<file path="config.mk">
export PLATFORM = sky130hd
export DESIGN_NAME = writeback_unit
export DESIGN_NICKNAME = d
export VERILOG_FILES = /design/src/rtl/riscv_pkg.sv /design/src/rtl/writeback_unit_load_align.sv /design/src/rtl/writeback_unit.sv
export SDC_FILE = /design/constraint.sdc
export NUM_CORES = 1
export LEC_CHECK = 0
export ABC_AREA = 1
export CORE_UTILIZATION = 53
export CTS_CLUSTER_DIAMETER = 50
export DETAILED_ROUTE_END_ITERATION = 8
export GPL_ROUTABILITY_DRIVEN = 1
export GPL_TIMING_DRIVEN = 0
export PLACE_DENSITY = 0.87
export SLEW_MARGIN = 20
export SYNTH_ARGS = -nofsm -noshare
export SYNTH_HDL_FRONTEND = slang
export SYNTH_SLANG_ARGS = --single-unit
</file>
<file path="constraint.sdc">
create_clock -name clock -period 4.7 [get_ports clock]
set_input_delay 1.41 -clock clock [delete_from_list [all_inputs] [get_ports clock]]
set_output_delay 1.41 -clock clock [all_outputs]
set_load 0.005 [all_outputs]
</file>
<file path="src/rtl/riscv_pkg.sv">
// Shared RISC-V load definitions: funct3 codes, load metadata record and alignment legality.
package riscv_pkg;

  localparam int XLEN_DEFAULT = 32;

  localparam logic [2:0] F3_LB  = 3'b000;
  localparam logic [2:0] F3_LH  = 3'b001;
  localparam logic [2:0] F3_LW  = 3'b010;
  localparam logic [2:0] F3_LBU = 3'b100;
  localparam logic [2:0] F3_LHU = 3'b101;

  typedef struct packed {
    logic [4:0] rd;
    logic [2:0] funct3;
    logic [1:0] addr_lo;
  } ld_meta_t;

  // Reserved funct3 encodings count as misaligned so they are rejected alongside bad offsets.
  function automatic logic ld_misaligned(input logic [2:0] funct3, input logic [1:0] addr_lo);
    case (funct3)
      F3_LB, F3_LBU: ld_misaligned = 1'b0;
      F3_LH, F3_LHU: ld_misaligned = addr_lo[0];
      F3_LW:         ld_misaligned = (addr_lo != 2'b00);
      default:       ld_misaligned = 1'b1;
    endcase
  endfunction

endpackage

</file>
<file path="src/rtl/writeback_unit_load_align.sv">
// load_align: combinational byte/halfword lane select with sign or zero extension.
// Zero latency; no flow control.
module load_align
  import riscv_pkg::*;
#(
  parameter int XLEN = XLEN_DEFAULT
) (
  input  logic [2:0]      funct3_i,
  input  logic [1:0]      addr_lo_i,
  input  logic [XLEN-1:0] word_i,
  output logic [XLEN-1:0] data_o
);

  logic [7:0]  byte_lane;
  logic [15:0] half_lane;

  always_comb begin
    byte_lane = word_i[{addr_lo_i, 3'b000} +: 8];
    half_lane = word_i[{addr_lo_i[1], 4'b0000} +: 16];
    data_o    = word_i;
    case (funct3_i)
      F3_LB:   data_o = {{(XLEN-8){byte_lane[7]}}, byte_lane};
      F3_LBU:  data_o = {{(XLEN-8){1'b0}}, byte_lane};
      F3_LH:   data_o = {{(XLEN-16){half_lane[15]}}, half_lane};
      F3_LHU:  data_o = {{(XLEN-16){1'b0}}, half_lane};
      default: data_o = word_i;
    endcase
  end

endmodule

</file>
<file path="src/rtl/writeback_unit.sv">
// Writeback stage: ALU results and in-order load returns share a registered 1-cycle register-file write port;
// load returns win (alu_ready low), ld_req_ready = metadata FIFO not full. WB_MISALIGN_EN rejects misaligned loads.
module writeback_unit
  import riscv_pkg::*;
#(
  parameter int XLEN  = XLEN_DEFAULT,
  parameter int DEPTH = 4
) (
  input  logic            clock,
  input  logic            RESET,
  input  logic            alu_valid,
  output logic            alu_ready,
  input  logic [4:0]      alu_rd,
  input  logic [XLEN-1:0] alu_data,
  input  logic            ld_req_valid,
  output logic            ld_req_ready,
  input  logic [4:0]      ld_rd,
  input  logic [2:0]      ld_funct3,
  input  logic [1:0]      ld_addr_lo,
  input  logic            mem_rsp_valid,
  input  logic [XLEN-1:0] mem_rsp_data,
  output logic            WR_EN,
  output logic [4:0]      write_select,
  output logic [XLEN-1:0] data_in,
  output logic [31:0]     busy_mask,
`ifdef WB_MISALIGN_EN
  output logic            ld_misalign,
`endif
  output logic            rsp_orphan
);

  localparam int PW = $clog2(DEPTH);
  localparam int CW = PW + 1;

  ld_meta_t        meta_q [DEPTH];
  logic [PW-1:0]   wr_ptr_q, wr_ptr_d, rd_ptr_q, rd_ptr_d, slot_off;
  logic [CW-1:0]   count_q, count_d;
  logic            full, empty, push, pop;
  ld_meta_t        head, req_meta;
  logic [XLEN-1:0] aligned;
  logic            wr_en_q, wr_en_d, orphan_q, orphan_d;
  logic [4:0]      wr_sel_q, wr_sel_d;
  logic [XLEN-1:0] wr_data_q, wr_data_d;

  assign full         = (count_q == CW'(DEPTH));
  assign empty        = (count_q == '0);
  assign ld_req_ready = !full;
  assign alu_ready    = !mem_rsp_valid;
  assign req_meta     = '{rd: ld_rd, funct3: ld_funct3, addr_lo: ld_addr_lo};
  assign head         = meta_q[rd_ptr_q];
  // Emptiness is sampled at cycle start, so a same-cycle request cannot satisfy this response.
  assign pop          = mem_rsp_valid && !empty;

`ifdef WB_MISALIGN_EN
  logic req_bad, misalign_q, misalign_d;
  assign req_bad     = ld_misaligned(ld_funct3, ld_addr_lo);
  assign push        = ld_req_valid && ld_req_ready && !req_bad;
  assign misalign_d  = ld_req_valid && ld_req_ready && req_bad;
  assign ld_misalign = misalign_q;

  always_ff @(posedge clock or posedge RESET) begin
    if (RESET) misalign_q <= 1'b0;
    else       misalign_q <= misalign_d;
  end
`else
  assign push = ld_req_valid && ld_req_ready;
`endif

  always_comb begin
    wr_ptr_d = wr_ptr_q;
    rd_ptr_d = rd_ptr_q;
    count_d  = count_q;
    if (push) wr_ptr_d = wr_ptr_q + PW'(1);
    if (pop)  rd_ptr_d = rd_ptr_q + PW'(1);
    case ({push, pop})
      2'b10:   count_d = count_q + CW'(1);
      2'b01:   count_d = count_q - CW'(1);
      default: count_d = count_q;
    endcase
  end

  always_ff @(posedge clock) begin
    if (push) meta_q[wr_ptr_q] <= req_meta;
  end

  always_comb begin
    busy_mask = '0;
    slot_off  = '0;
    for (int i = 0; i < DEPTH; i++) begin
      slot_off = PW'(i) - rd_ptr_q;
      if (CW'(slot_off) < count_q) busy_mask[meta_q[i].rd] = 1'b1;
    end
    busy_mask[0] = 1'b0;
  end

  load_align #(.XLEN(XLEN)) u_load_align (
    .funct3_i  (head.funct3),
    .addr_lo_i (head.addr_lo),
    .word_i    (mem_rsp_data),
    .data_o    (aligned)
  );

  always_comb begin
    wr_en_d   = 1'b0;
    wr_sel_d  = wr_sel_q;
    wr_data_d = wr_data_q;
    orphan_d  = orphan_q;
    if (mem_rsp_valid) begin
      if (!empty) begin
        wr_en_d   = (head.rd != 5'd0);
        wr_sel_d  = head.rd;
        wr_data_d = aligned;
      end else begin
        orphan_d  = 1'b1;
      end
    end else if (alu_valid) begin
      wr_en_d   = (alu_rd != 5'd0);
      wr_sel_d  = alu_rd;
      wr_data_d = alu_data;
    end
  end

  always_ff @(posedge clock or posedge RESET) begin
    if (RESET) begin
      wr_ptr_q  <= '0;
      rd_ptr_q  <= '0;
      count_q   <= '0;
      wr_en_q   <= 1'b0;
      wr_sel_q  <= '0;
      wr_data_q <= '0;
      orphan_q  <= 1'b0;
    end else begin
      wr_ptr_q  <= wr_ptr_d;
      rd_ptr_q  <= rd_ptr_d;
      count_q   <= count_d;
      wr_en_q   <= wr_en_d;
      wr_sel_q  <= wr_sel_d;
      wr_data_q <= wr_data_d;
      orphan_q  <= orphan_d;
    end
  end

  assign WR_EN        = wr_en_q;
  assign write_select = wr_sel_q;
  assign data_in      = wr_data_q;
  assign rsp_orphan   = orphan_q;

endmodule

</file>
==> Slide: Implementation Results, run 1 <==
Flow Results at a Glance

Outcome
  – Outcome: complete, no violations

Layout
  – Gate Area: roughly 0.0030 mm2
  – Number of non-clock buffers: around 180
  – Layout cells sized above 1: 0.07518
  – Final net count: about 1100
  – Area-dominant class: multi-input combinational cells
  – Flop count: approximately 86
  – Clock buf/inv share: 0.02536
  – N_diodes: 0

Power and ir drop
  – Sw Share: 0.4696
  – Sw Pwr: approximately 2.1 mW

Global route
  – Met3 usage: 0.08093
  – Initial antenna violation count: 0
  – Global-route wire length before repair: just under 30 mm
  – Total Routing Usage GR: 0.3362

Routing
  – Post-route ant nets: 0
  – Top Layer Used: met4

Synthesis
  – Avg Cell Area, Syn: approximately 7.2 um2
  – Post-synthesis async set-or-reset flop share: 0.5349
  – Simple-gate share of the synthesized area: 0.3267

Die
  – Pre-Place Util: 0.5518

Final timing
  – Final min period: 4.590 ns
  – WHS: approximately 0.47 ns
  – Worst-case clock skew: approximately 0.021 ns

Critical path
  – Arr. time, crit path: approximately 3.2 ns
  – Highest cell delay on the worst timing path: 0.53 ns
  – Crit path max fanout: 9
run 1: path summary, 6_finish.rpt:
path,endpoint,slack [ns],cells after the start
min in group asynchronous,wr_ptr_q[1]$_DFFE_PP0P_,1.43,2
worst max register to register,count_q[2]$_DFFE_PP0P_,2.42,9
max in group asynchronous,write_select[0]$_DFFE_PP0P_,2.73,3
worst max-delay path,busy_mask[12],0.11,12
worst min-delay path,rsp_orphan$_DFFE_PP0P_,0.47,1
worst min register to register,rsp_orphan$_DFFE_PP0P_,0.47,1
run 1: power groups by stage:
stage          combinational (mW)  clock [mW]  sequential, mW
6_report                     2.71       0.516            1.23
4_1_cts                      2.60       0.522            1.22
2_1_floorplan                1.53           0            1.22
3_5_place_dp                 2.58           0            1.23
5_1_grt                      2.98       0.554            1.25
3_3_place_gp                 2.53           0            1.23
run_1/layer_met1.png
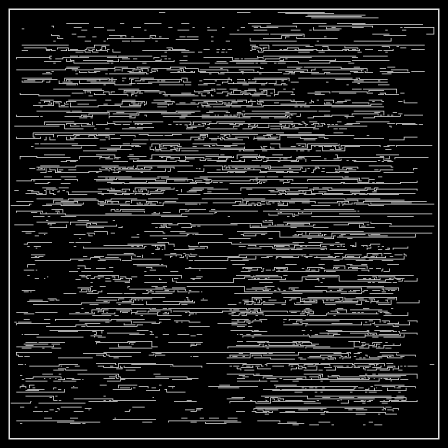
The wires run mostly horizontal. The layer holds 43% of the routed length. The layer carries 8000 um of wire. The longest straight run is 62.1 um. 944 nets have wire on it.

run_1/layer_met2.png
Scale bar: 20 um.
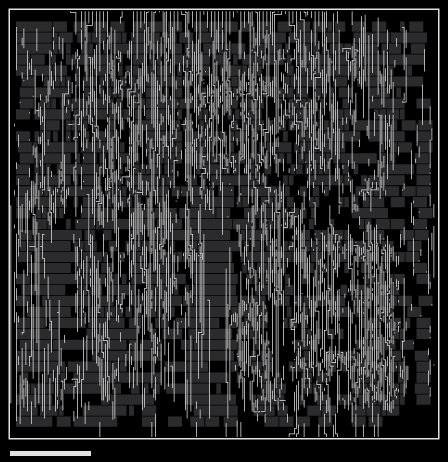
856 nets have wire on it. The longest straight run is 49.0 um. The layer holds 45% of the routed length. The wires run mostly vertical.

run_1/layer_met3.png
Scale bar: 20 um.
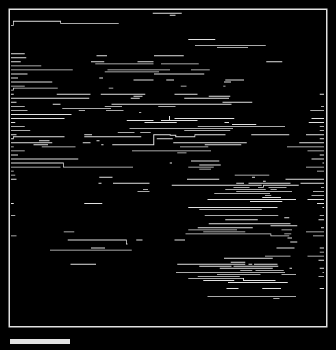
The layer holds 11% of the routed length. 182 nets have wire on it. The longest straight run is 40.0 um. The wires run mostly horizontal. The layer carries 1950 um of wire.

run_1/layer_met4.png
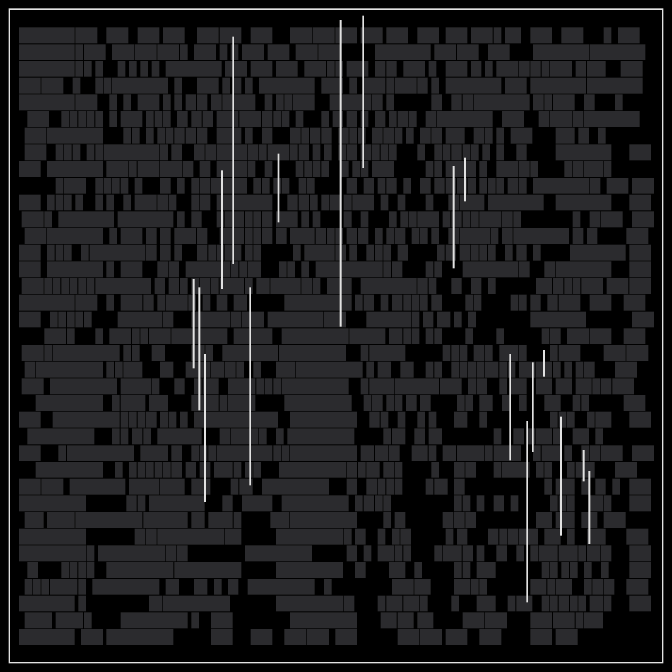

--- run 2 (diff from run 1) ---
--- a/config.mk
+++ b/config.mk
@@ -14,2 +14,3 @@
 export PLACE_DENSITY = 0.87
+export REMOVE_ABC_BUFFERS = 1
 export SLEW_MARGIN = 20
--- a/constraint.sdc
+++ b/constraint.sdc
@@ -3,2 +3,2 @@
 set_output_delay 1.41 -clock clock [all_outputs]
-set_load 0.005 [all_outputs]
+set_load 0.05 [all_outputs]
run_2/layer_met4.png
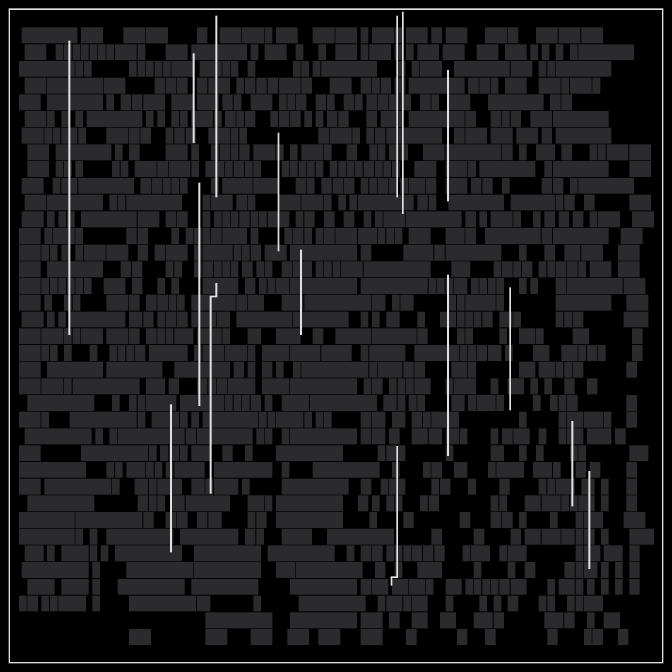
The wires run mostly vertical. The layer carries 403 um of wire. 14 nets have wire on it.

==> run 2 against run 1 <==
Global-route usage is 1.2 points lower. Sequential power hardly changed. Flip-flop count stayed put. Clock power is 2% higher. Total power is 15% higher. Clock-buffer cell count stayed put. Via count is 3.9% lower. Combinational power is 23% higher. Utilization is 2.3 points lower. Sequential share of layout area is 0.99 points higher. Routed wire length is 3.8% lower.
==> Slide: Implementation Results, run 2 <==
Flow Results at a Glance

Final timing
  – Worst-case clock skew: 0.02029 ns (was 0.02099 ns)
  – WHS: 0.4661 ns (was 0.4720 ns)
  – Final min period: 4.550 ns (was 4.590 ns)

Min path
  – WHS Endpoint: rsp_orphan$_DFFE_PP0P_ (unchanged)

Clock network
  – Post-CTS Setup Repair Bufs: 0 (unchanged)

Global route
  – Initial antenna violation count: 0 (unchanged)
  – Met3 usage: 0.07174 (was 0.08093)

Routing
  – Top Layer Used: met4 (unchanged)
  – Post-route ant nets: 0 (unchanged)

Outcome
  – Outcome: complete, no violations (unchanged)

Critical path
  – Highest cell delay on the worst timing path: 0.55 ns (was 0.53 ns)
  – Flop2flop setup slack: 2.11 ns (was 2.42 ns)
  – Crit path to: busy_mask[15] (was busy_mask[12])

Layout
  – Layout cells sized above 1: 0.09694 (was 0.07518)
  – Area-dominant class: multi-input combinational cells (unchanged)
  – Clock buf/inv share: 0.02600 (was 0.02536)
  – Number of non-clock buffers: 162 (was 184)
  – Gate Area: 0.002959 mm2 (was 0.002970 mm2)
  – Flop count: 86 (unchanged)
  – Final net count: 1038 (was 1060)

Synthesis
  – Post-synthesis async set-or-reset flop share: 0.5349 (unchanged)
  – Avg Cell Area, Syn: 7.221 um2 (unchanged)

Die
  – Pre-Place Util: 0.5518 (unchanged)
  – Tapcell Cnt: 136 (unchanged)
  – Die W: 106.1 um (unchanged)
run_2/layer_met2.png
Scale bar: 20 um.
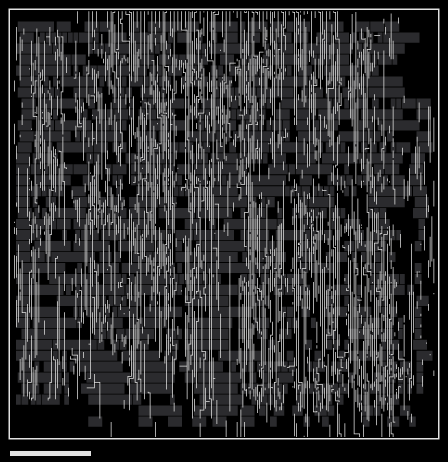
The layer carries 8300 um of wire. The longest straight run is 54.4 um. The layer holds 46% of the routed length.

run 2: cell counts after synthesis:
Identical to the previous run, type by type.
run 2: where the power goes:
group,internal (mW),switching (mW)
Clock,0.210,0.316
Sequential,1.06,0.195
Combinational,0.984,2.34
run 2: cell families after synthesis:
| family | share of synthesized area |
|---|---|
| xor+xnor | 0.006096 |
| compound gates | 0.1491 |
| flops | 0.4092 |
| buf+inv | 0.08511 |
| simple gates | 0.3267 |
| fa+ha+maj | 0.02307 |
| other cells | 0.0006524 |
run 2: critical path: cells and delay by family, from the launching register on:
kind,cells,cell delay [ns]
simple gates,5,1.02
fa+ha+maj,1,0.29
buf+inv,3,0.60
flops,1,0.55
compound gates,3,0.31
--- run 3 (diff from run 2) ---
- ABC_CLOCK_PERIOD_IN_PS: unset -> 4700
run_3/layer_met1.png
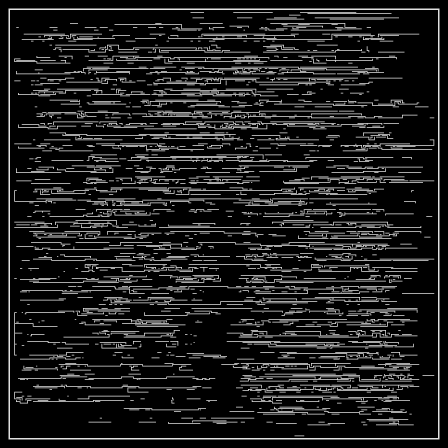
The longest straight run is 37.3 um. The layer carries 7680 um of wire. 924 nets have wire on it.

run_3/layer_met4.png
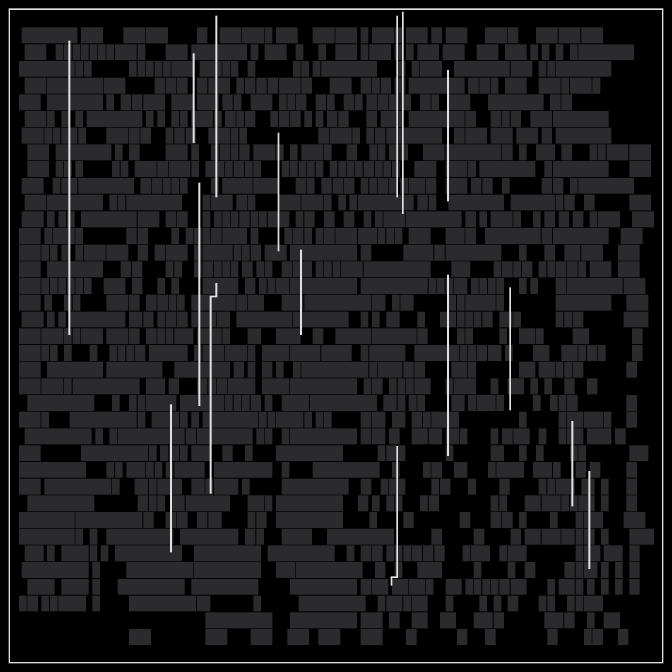
The layer carries 403 um of wire. The longest straight run is 47.6 um. 14 nets have wire on it. The wires run mostly vertical. The layer holds 2.3% of the routed length.

==> run 3 against run 2 <==
Critical endpoint unchanged. Clock power about the same. Worst setup slack did not move. Global-route usage did not move. Highest routed layer unchanged. Die area is the same. Total power unchanged. First-iteration DRC count did not move. Final cell count did not move. Largest cell class unchanged. Combinational power about the same.
==> Slide: Implementation Results, run 3 <==
Flow Results at a Glance

Layout
  – Gate Area: 0.002959 mm2 (unchanged)
  – Area-dominant class: multi-input combinational cells (unchanged)
  – Flop count: 86 (unchanged)
  – N_diodes: 0 (unchanged)

Die
  – Tapcell Cnt: 136 (unchanged)
  – Pre-Place Util: 0.5518 (unchanged)

Clock network
  – Post-CTS Setup Repair Bufs: 0 (unchanged)

Critical path
  – Highest cell delay on the worst timing path: 0.55 ns (about the same)
  – R2r endpoint: data_in[7]$_DFFE_PP0P_ (unchanged)
  – Delay-heaviest family, CP: simple AND/OR/NAND/NOR gates (unchanged)
  – Crit path to: busy_mask[15] (unchanged)
  – Arr. time, crit path: 3.14 ns (about the same)
  – Flop2flop setup slack: 2.11 ns (about the same)
  – Worst path bufs/invs: 3 (unchanged)
  – Crit path max fanout: 13 (unchanged)

Global route
  – Total Routing Usage GR: 0.3247 (unchanged)

Synthesis
  – Post-synthesis async set-or-reset flop share: 0.5349 (unchanged)
  – Adder Area Share: 0.02307 (unchanged)
  – Avg Cell Area, Syn: 7.221 um2 (unchanged)
  – Top comb family, area: simple AND/OR/NAND/NOR gates (unchanged)
  – Multiplexer share of the synthesized area: 0 (unchanged)

Power and ir drop
  – Comb pwr: 3.33 mW (about the same)
  – Sw Pwr: 2.854 mW (unchanged)
  – Reg power frac: 0.246 (about the same)
  – Sw Share: 0.5585 (unchanged)
  – Seq power: 1.26 mW (about the same)
  – Clock Power: 0.526 mW (about the same)
  – Internal: 2.256 mW (unchanged)

Routing
  – Post-route ant nets: 0 (unchanged)

Outcome
  – Outcome: complete, no violations (unchanged)

Min path
  – Hold path depth: 1 (unchanged)
## run 3: cell counts in the layout (fill, tap and decap cells not counted)
No cell type changed its count.
## run 3: layer usage
| metal | track usage | wire length [um] | up-vias |
|---|---|---|---|
| li1 | - | - | 2944 |
| met1 | 0.4477 | 7677 | 2756 |
| met2 | 0.5037 | 8296 | 300 |
| met3 | 0.07174 | 1500 | 36 |
| met4 | 0.1141 | 403 | 0 |
| met5 | 0 | 0 | - |
## run 3: per-stage QoR
step	util	setup TNS (ns)	hold WS, ns	total power [mW]	cells
floorplan	-	0	0.4755	3.481	771
global placement	0.7043	-27.41	0.4427	4.465	1062
detailed placement	0.7067	-26.18	0.4435	4.508	1063
CTS	0.7272	-0.2381	0.4663	5.036	1079
global route	0.7254	-0.06030	0.4901	5.442	1085
finish	0.7254	0	0.4661	5.111	1085
Power and IR drop assume default switching activity.
